`src/rtl/muldiv_pkg.sv`:
```
// Shared types and constants for the iterative multiply/divide sequencer.
//   muldiv_op_t    : operation encoding presented on the request port
//   muldiv_state_t : sequencer FSM states
//   MULDIV_ITER    : default operand width, which is also the iteration count
package muldiv_pkg;

    localparam int MULDIV_ITER = 32;

    typedef enum logic [1:0] {
        MULT  = 2'd0,
        MULTU = 2'd1,
        DIV   = 2'd2,
        DIVU  = 2'd3
    } muldiv_op_t;

    typedef enum logic [2:0] {
        IDLE,
        PREP,
        RUN,
        FIXUP,
        DONE
    } muldiv_state_t;

endpackage

```
`src/rtl/muldiv_if.sv`:
```
// Request/result bundle between the main control FSM and the mul/div sequencer.
//   start, op, opa, opb          : request, sampled while the sequencer is IDLE or DONE
//   busy, done, hi, lo, div_zero : status and HI/LO results
// master = control FSM side, slave = sequencer side.
interface muldiv_if
    import muldiv_pkg::*;
#(
    parameter int WIDTH = MULDIV_ITER
);
    logic             start;
    muldiv_op_t       op;
    logic [WIDTH-1:0] opa;
    logic [WIDTH-1:0] opb;
    logic             busy;
    logic             done;
    logic [WIDTH-1:0] hi;
    logic [WIDTH-1:0] lo;
    logic             div_zero;

    modport master (
        output start, op, opa, opb,
        input  busy, done, hi, lo, div_zero
    );

    modport slave (
        input  start, op, opa, opb,
        output busy, done, hi, lo, div_zero
    );
endinterface

```
`src/rtl/muldiv_datapath.sv`:
```
// Datapath for the mul/div sequencer: operand magnitudes, the {acc,q} shift
// pair (product high/low or remainder/quotient), the shared adder/subtractor,
// the final sign fixup and the HI/LO result registers.
//   Clk, reset         : clock, synchronous active-high reset
//   init               : load sign flags and magnitudes from opa/opb
//   step               : one shift-add (multiply) or restoring-divide iteration
//   fix                : load sign-corrected results into hi/lo
//   is_div, is_signed  : operation class, stable for the whole operation
//   opa, opb           : latched operands
//   hi, lo             : result registers
module muldiv_datapath
    import muldiv_pkg::*;
#(
    parameter int WIDTH = MULDIV_ITER
) (
    input  logic             Clk,
    input  logic             reset,
    input  logic             init,
    input  logic             step,
    input  logic             fix,
    input  logic             is_div,
    input  logic             is_signed,
    input  logic [WIDTH-1:0] opa,
    input  logic [WIDTH-1:0] opb,
    output logic [WIDTH-1:0] hi,
    output logic [WIDTH-1:0] lo
);

    logic             sa, sb;
    logic [WIDTH-1:0] mag_a, mag_b;
    logic [WIDTH-1:0] acc;   // product high half / partial remainder
    logic [WIDTH-1:0] q;     // multiplier bits / dividend-quotient bits

    logic             sa_n, sb_n;
    logic [WIDTH-1:0] mag_a_n, mag_b_n;
    logic [WIDTH:0]   sum;
    logic [WIDTH:0]   r_sh;
    logic [WIDTH+1:0] diff;
    logic             borrow;
    logic [2*WIDTH-1:0] prod, prod_fix;
    logic [WIDTH-1:0] hi_n, lo_n;

    // NOTE: every variable written in always_comb gets a default first, so no
    // path through the block leaves it unassigned and no latch is inferred.
    always_comb begin
        sa_n    = is_signed & opa[WIDTH-1];
        sb_n    = is_signed & opb[WIDTH-1];
        // |0x80..0| wraps back to 0x80..0, which is the correct unsigned magnitude.
        mag_a_n = sa_n ? -opa : opa;
        mag_b_n = sb_n ? -opb : opb;

        // Multiply: 33-bit add so the carry shifts into the product.
        sum     = {1'b0, acc} + {1'b0, (q[0] ? mag_a : {WIDTH{1'b0}})};

        // Divide: the shifted remainder needs one extra bit, the trial
        // subtract one more to expose the borrow.
        r_sh    = {acc, q[WIDTH-1]};
        diff    = {1'b0, r_sh} - {2'b00, mag_b};
        borrow  = diff[WIDTH+1];

        prod     = {acc, q};
        prod_fix = (sa ^ sb) ? -prod : prod;

        hi_n = prod_fix[2*WIDTH-1:WIDTH];
        lo_n = prod_fix[WIDTH-1:0];
        if (is_div) begin
            if (mag_b == '0) begin
                // Divide by zero: hand back the original dividend, all-ones quotient.
                hi_n = sa ? -mag_a : mag_a;
                lo_n = '1;
            end else begin
                hi_n = sa ? -acc : acc;
                lo_n = (sa ^ sb) ? -q : q;
            end
        end
    end

    // NOTE: sequential state uses non-blocking assignments so every register
    // samples pre-edge values regardless of block evaluation order.
    always_ff @(posedge Clk) begin
        if (reset) begin
            sa    <= 1'b0;
            sb    <= 1'b0;
            mag_a <= '0;
            mag_b <= '0;
            acc   <= '0;
            q     <= '0;
            hi    <= '0;
            lo    <= '0;
        end else begin
            if (init) begin
                sa    <= sa_n;
                sb    <= sb_n;
                mag_a <= mag_a_n;
                mag_b <= mag_b_n;
                acc   <= '0;
                q     <= is_div ? mag_a_n : mag_b_n;
            end else if (step) begin
                if (is_div) begin
                    acc <= borrow ? r_sh[WIDTH-1:0] : diff[WIDTH-1:0];
                    q   <= {q[WIDTH-2:0], ~borrow};
                end else begin
                    acc <= sum[WIDTH:1];
                    q   <= {sum[0], q[WIDTH-1:1]};
                end
            end
            if (fix) begin
                hi <= hi_n;
                lo <= lo_n;
            end
        end
    end

endmodule

```
`src/rtl/muldiv_seq.sv`:
```
// Iterative multiply/divide sequencer for the multicycle MIPS core. Accepts one
// MULT/MULTU/DIV/DIVU request, runs WIDTH shift-add or restoring-divide
// iterations on operand magnitudes, sign-corrects, and loads HI/LO.
//   Clk   : system clock, rising edge
//   reset : synchronous active-high; aborts any operation, clears all state
//   bus   : request (start/op/opa/opb) and status/results
//           (busy/done/hi/lo/div_zero)
module muldiv_seq
    import muldiv_pkg::*;
#(
    parameter int WIDTH = MULDIV_ITER
) (
    input  logic     Clk,
    input  logic     reset,
    muldiv_if.slave  bus
);

    localparam int CNT_W = $clog2(WIDTH);

    muldiv_state_t    state_q, state_d;
    logic [CNT_W-1:0] cnt_q;
    muldiv_op_t       op_q;
    logic [WIDTH-1:0] opa_q, opb_q;
    logic             div_zero_q;

    logic accept, is_div, is_signed, b_zero;
    logic busy, done, init, step, fix;

    assign accept    = bus.start && ((state_q == IDLE) || (state_q == DONE));
    assign is_div    = (op_q == DIV) || (op_q == DIVU);
    assign is_signed = (op_q == MULT) || (op_q == DIV);
    assign b_zero    = is_div && (opb_q == '0);

    always_ff @(posedge Clk) begin
        if (reset) state_q <= IDLE;
        else       state_q <= state_d;
    end

    always_comb begin
        state_d = state_q;
        busy    = 1'b0;
        done    = 1'b0;
        init    = 1'b0;
        step    = 1'b0;
        fix     = 1'b0;
        case (state_q)
            IDLE: begin
                if (bus.start) state_d = PREP;
            end
            PREP: begin
                busy    = 1'b1;
                init    = 1'b1;
                state_d = b_zero ? FIXUP : RUN;
            end
            RUN: begin
                busy = 1'b1;
                step = 1'b1;
                if (cnt_q == CNT_W'(WIDTH - 1)) state_d = FIXUP;
            end
            FIXUP: begin
                busy    = 1'b1;
                fix     = 1'b1;
                state_d = DONE;
            end
            DONE: begin
                done    = 1'b1;
                state_d = bus.start ? PREP : IDLE;
            end
            default: state_d = IDLE;
        endcase
    end

    always_ff @(posedge Clk) begin
        if (reset) begin
            cnt_q      <= '0;
            op_q       <= MULT;
            opa_q      <= '0;
            opb_q      <= '0;
            div_zero_q <= 1'b0;
        end else begin
            if (accept) begin
                op_q       <= bus.op;
                opa_q      <= bus.opa;
                opb_q      <= bus.opb;
                div_zero_q <= 1'b0;
            end else if (fix && b_zero) begin
                div_zero_q <= 1'b1;
            end
            if (init)      cnt_q <= '0;
            else if (step) cnt_q <= cnt_q + CNT_W'(1);
        end
    end

    muldiv_datapath #(.WIDTH(WIDTH)) u_datapath (
        .Clk       (Clk),
        .reset     (reset),
        .init      (init),
        .step      (step),
        .fix       (fix),
        .is_div    (is_div),
        .is_signed (is_signed),
        .opa       (opa_q),
        .opb       (opb_q),
        .hi        (bus.hi),
        .lo        (bus.lo)
    );

    assign bus.busy     = busy;
    assign bus.done     = done;
    assign bus.div_zero = div_zero_q;

endmodule
```
`src/flat_wrapper.sv`:
```
// flat-port wrapper written by rule: the top's interface ports become plain ports
module muldiv_seq_flat import muldiv_pkg::*;
#(
    parameter int WIDTH = MULDIV_ITER
)
  (Clk, reset, bus_start, bus_op, bus_opa, bus_opb, bus_busy, bus_done, bus_hi, bus_lo, bus_div_zero);
  muldiv_if #(.WIDTH(WIDTH)) bus_i ();
  input  logic Clk;
  input  logic reset;
  input wire logic [$bits(bus_i.start)-1:0] bus_start;
  input wire logic [$bits(bus_i.op)-1:0] bus_op;
  input wire logic [$bits(bus_i.opa)-1:0] bus_opa;
  input wire logic [$bits(bus_i.opb)-1:0] bus_opb;
  output wire logic [$bits(bus_i.busy)-1:0] bus_busy;
  output wire logic [$bits(bus_i.done)-1:0] bus_done;
  output wire logic [$bits(bus_i.hi)-1:0] bus_hi;
  output wire logic [$bits(bus_i.lo)-1:0] bus_lo;
  output wire logic [$bits(bus_i.div_zero)-1:0] bus_div_zero;
  assign bus_i.start = bus_start;
  assign bus_i.op = bus_op;
  assign bus_i.opa = bus_opa;
  assign bus_i.opb = bus_opb;
  assign bus_busy = bus_i.busy;
  assign bus_done = bus_i.done;
  assign bus_hi = bus_i.hi;
  assign bus_lo = bus_i.lo;
  assign bus_div_zero = bus_i.div_zero;
  muldiv_seq #(.WIDTH(WIDTH)) u_core (.Clk(Clk), .reset(reset), .bus(bus_i));
endmodule
```
`config.mk`:
```
export PLATFORM = sky130hd
export DESIGN_NAME = muldiv_seq_flat
export DESIGN_NICKNAME = d
export VERILOG_FILES = /design/src/rtl/muldiv_pkg.sv /design/src/rtl/muldiv_if.sv /design/src/rtl/muldiv_datapath.sv /design/src/rtl/muldiv_seq.sv /design/src/flat_wrapper.sv
export SDC_FILE = /design/constraint.sdc
export NUM_CORES = 1
export LEC_CHECK = 0
export CELL_PAD_IN_SITES_DETAIL_PLACEMENT = 0
export CELL_PAD_IN_SITES_GLOBAL_PLACEMENT = 1
export CORE_ASPECT_RATIO = 1.4
export CORE_MARGIN = 1.5
export CORE_UTILIZATION = 40
export CTS_CLUSTER_SIZE = 20
export DETAILED_ROUTE_END_ITERATION = 10
export PLACE_DENSITY = 0.81
export SLEW_MARGIN = 20
export SYNTH_ARGS = -nofsm -noshare
export SYNTH_HDL_FRONTEND = slang
export SYNTH_SLANG_ARGS = --single-unit
```
`constraint.sdc`:
```
create_clock -name Clk -period 3.29 [get_ports Clk]
set_input_delay 0.4935 -clock Clk [delete_from_list [all_inputs] [get_ports Clk]]
set_output_delay 0.4935 -clock Clk [all_outputs]
set_load 0.02 [all_outputs]
```
Figure 1. Pin map (run 1).
Pins as bars across the die edge, other pins in gray.
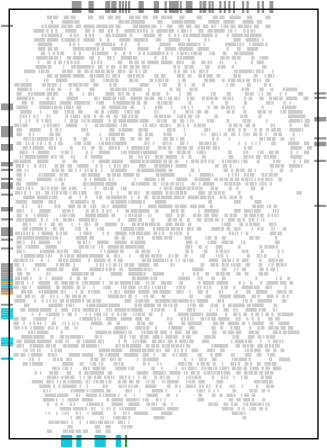
| color | port | pins | direction | edge |
|---|---|---|---|---|
| green | `reset` | 1 | input | bottom |
| cyan | `bus_opb` | 32 | input | 20 bottom, 12 left |
| orange | `bus_op` | 2 | input | left |
all pins by edge: 54 left, 52 top, 21 bottom, 9 right

Figure 2. Metal layers overlaid (run 1).
Scale bar: 50 µm.
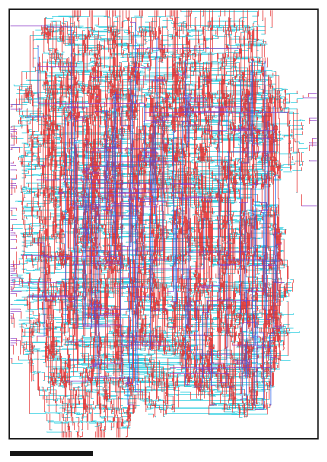
| color | layer | wire length |
|---|---|---|
| cyan | M1 | 27.1 mm |
| purple | M3 | 2,700 µm |
| red | M2 | 34.6 mm |
| blue | M4 | 5,160 µm |
drt wl/cell: 20.9 µm
total routed wirelength: 69.6 mm
All-Layer GR Usage: 28.6%
Vias: 19,296

Figure 3. Clock wires, drivers and flops (run 1).
Scale bar: 50 µm.
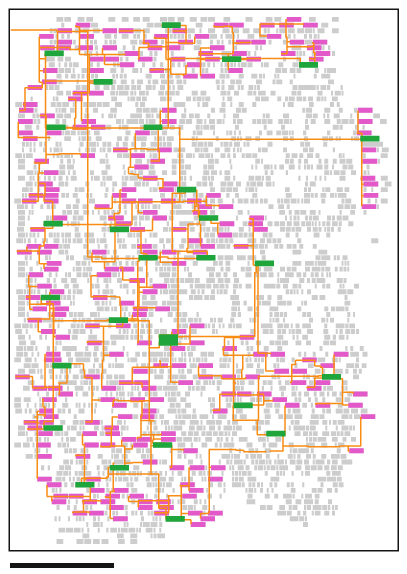
[green] clock-net drivers | count: 28
[magenta] flip-flops | count: 269
[orange] clock wires | length: 3,840 µm
routed clock nets: 29

==> metrics.yaml, run 1 <==
status:
  status: "finished clean"
pwr:
  combPwrFrac_pct: 46.3
  swShare_pct: 41.1
setup_path:
  worstSetupPathType: "flip-flop to flip-flop"
  r2r_setup_slack_ns: 0.11
  r2r_start: "u_core.u_datapath.q[0]"
  reg2reg_depth: 13
final_timing:
  finalSetupTns_ns: 0
  finClkSkew_ns: 0.0204
  period_needed_ns: 3.18
  maxSlewHeadroom_pct: 34.7
  finalHoldWorstSlack_ns: 0.414
placement:
  pre_cts_ws_ns: -0.259
  placed_area_um2: 21500
  port_buffers: 135
layout:
  lay_top_count: "nand2_1"
  seq_area_um2: 5400
  layout_top_cells: "nand2_1, a21oi_1, dfxtp_1, nor2_1, buf_4"
  antenna_cells: 0
cts:
  htreeDepth: 1
  cts_setup_buffers: 0
  cts.sinks: 269
  holdBufCountCts: 0
routing:
  post_drt_via_cell_ratio: 5.78
  postRouteAntennaNets: 0
  drtPass1Iterations: 5
  drc: 0
  met2WireLength_mm: 34.6
synth:
  syn-cell-area_um2: 18700
  yosys.stat.seqShare_pct: 28.8
hold_path:
  min_path_cells: 5
floorplan:
  chipArea_um2: 48100
  io_pins: 136
  fp-utilization_pct: 40.6
global_routing:
  grt_overflow: 0
  use_met2_pct: 50.8
  grt_antenna_before_repair: 0
  busiest_layer: "met2"
run:
  cap_violations: 0
  warning_count: 30
## run 1: logic make-up after synthesis
family,count (synthesis),synth area share (%)
buffers and inverters,274,5.61
flip-flops,269,28.8
multiplexers,52,2.88
AND/OR/NAND/NOR,858,20.8
AND-OR/OR-AND,789,26.0
XOR/XNOR,234,11.0
adder cells (fa/ha/maj),73,4.97
## run 1: worst max-delay path: stages, from the launching register on
cell and delay (ns):
dfxtp_2 0.35, buf_8 0.16, and2_1 0.16, ha_1 0.33
a21o_1 0.22, a21o_1 0.19, a31oi_1 0.19, o21bai_2 0.11
nor3b_2 0.18, o41ai_2 0.45, o21ai_2 0.12, a21oi_2 0.12
o21ai_0 0.13, a32o_1 0.34
## run 1: power by group through the flow
stage          Sequential [mW]  Combinational (mW)  Clock, mW
4_1_cts                   4.01                6.06       3.32
3_5_place_dp              4.08                6.03          0
5_1_grt                   4.06                6.82       3.43
6_report                  4.03                6.28       3.26
3_3_place_gp              4.06                5.97          0
2_1_floorplan             4.01                3.83          0
## run 1: area by class of cell
class                      instances  area share (%)
multi-input combinational       2006            55.0
sequential                       269            23.8
timing repair buffer             321            12.5
clock buffer                      42            3.72
tap                              617            3.40
inverter                          74            1.22
clock inverter                     9           0.391
## run 1: Yosys cell counts (23+ instances only)
master / instances / area, µm²
a211oi_1: 96 / 721
a21o_1: 29 / 218
a21oi_1: 289 / 1450
a31oi_1: 29 / 181
and2_1: 41 / 257
clkbuf_1: 181 / 679
dfxtp_1: 269 / 5390
ha_1: 71 / 888
inv_1: 74 / 278
mux2i_1: 46 / 460
nand2_1: 360 / 1350
nand4_1: 23 / 144
nor2_1: 235 / 882
nor3_1: 48 / 240
nor4_1: 33 / 206
o211ai_1: 75 / 563
o21ai_0: 153 / 766
o31ai_1: 24 / 180
xnor2_1: 127 / 1110
xor2_1: 107 / 937
--- run 2 (diff from run 1) ---
- MAX_ROUTING_LAYER: default -> met4
- SKIP_CTS_REPAIR_TIMING: default -> 1
Figure 4. Metal layers overlaid (run 2).
Scale bar: 50 µm.
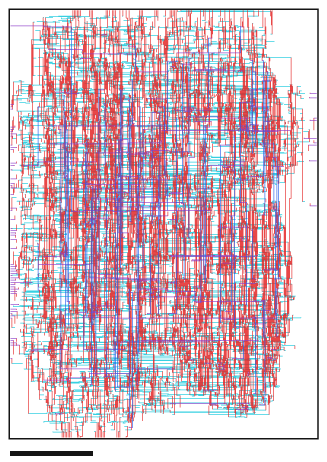
| color | layer | wire length |
|---|---|---|
| red | M2 | 35.4 mm |
| blue | M4 | 4,890 µm |
| cyan | M1 | 27.0 mm |
| purple | M3 | 2,630 µm |

==> metrics.yaml, run 2 <==
routing:
  post_drt_wl_per_cell_um: 20.9  # +0.15%
  drtPass1Iterations: 6  # +1
  post_drt_via_cell_ratio: 5.73  # -0.87%
  postRouteAntennaNets: 0  # unchanged
layout:
  seq_area_um2: 5400  # about the same
  layout_top_cells: "nand2_1, a21oi_1, dfxtp_1, nor2_1, buf_4"
  lay_top_count: "nand2_1"
setup_path:
  path_cells: "or4_1 > or4_4 > or4b_4 > or2_4 > nor4b_4 > a21oi_1 > xor2_1 > a211oi_2 > nor3_1"
  slowest_delay_ns: 0.56  # +0.11 ns
  path_depth: 9  # -4
  r2r_start: "u_core.u_datapath.q[10]"
  reg2reg_depth: 9  # -4
  slowest_stage: "or4_1"
pwr:
  swShare_pct: 41.0  # -0.10 points
  combPwrFrac_pct: 45.9  # -0.4 points
placement:
  pre_cts_ws_ns: -0.241  # +0.0177 ns
status:
  status: "finished clean"
cts:
  htreeDepth: 1  # unchanged
  cts.sinks: 269  # unchanged
global_routing:
  grt_antenna_before_repair: 0  # unchanged
  grt_usage_pct: 29.4  # +0.80 points
synth:
  yosys.stat.seqShare_pct: 28.8  # unchanged
  syn-cell-area_um2: 18700  # unchanged
floorplan:
  chipArea_um2: 48100  # unchanged
  fp-utilization_pct: 40.6  # unchanged
run:
  cap_violations: 0  # unchanged
final_timing:
  maxSlewHeadroom_pct: 27.6  # -7.2 points
run 2: final cells by class:
cell class | count | share of cell area, %
multi-input combinational | 2006 | 54.8
sequential | 269 | 23.6
timing repair buffer | 327 | 12.6
clock buffer | 46 | 3.91
tap | 617 | 3.38
inverter | 74 | 1.22
clock inverter | 10 | 0.406
run 2: layer usage:
layer,share of wire (%),vias up,routed length [µm]
met2,51,524,35400
met1,39,9136,27000
met4,7.0,0,4890
met5,0,-,0
li1,-,9335,-
met3,3.8,196,2630
run 2: worst min-delay path: cells and delay by family:
| kind | cells | cell delay [ns] |
|---|---|---|
| buf+inv | 2 | 0.28 |
| compound gates | 2 | 0.12 |
| simple gates | 1 | 0.07 |
run 2: power by group through the flow:
stage               Combinational (mW)  Sequential, mW  Clock [mW]
detailed placement                6.04            4.08           0
floorplan                         3.83            4.01           0
finish                            6.28            4.03        3.38
CTS                               6.07            4.01        3.44
global placement                  5.98            4.06           0
global route                      6.79            4.06        3.57
run 2: logic make-up (layout without fill, tap and decap cells):
| group | after synthesis | count (layout) | synth area share (%) |
|---|---|---|---|
| flops | 269 | 269 | 28.8 |
| mux | 52 | 52 | 2.88 |
| fa+ha+maj | 73 | 73 | 4.97 |
| simple gates | 858 | 858 | 20.8 |
| compound gates | 789 | 789 | 26.0 |
| buf+inv | 274 | 457 | 5.61 |
| xor+xnor | 234 | 234 | 11.0 |
run 2: through the flow:
step	cell area (µm²)	util [%]	TNS, ns
after floorplan	18700	-	0
after global placement	21600	46.9	-2.85
after detailed placement	21600	46.9	-2.69
after CTS	22600	49.0	-2.78
after global routing	22800	49.5	-0.0428
final	22800	49.5	0
No activity file was given, so power comes from the tool's default toggle rates.
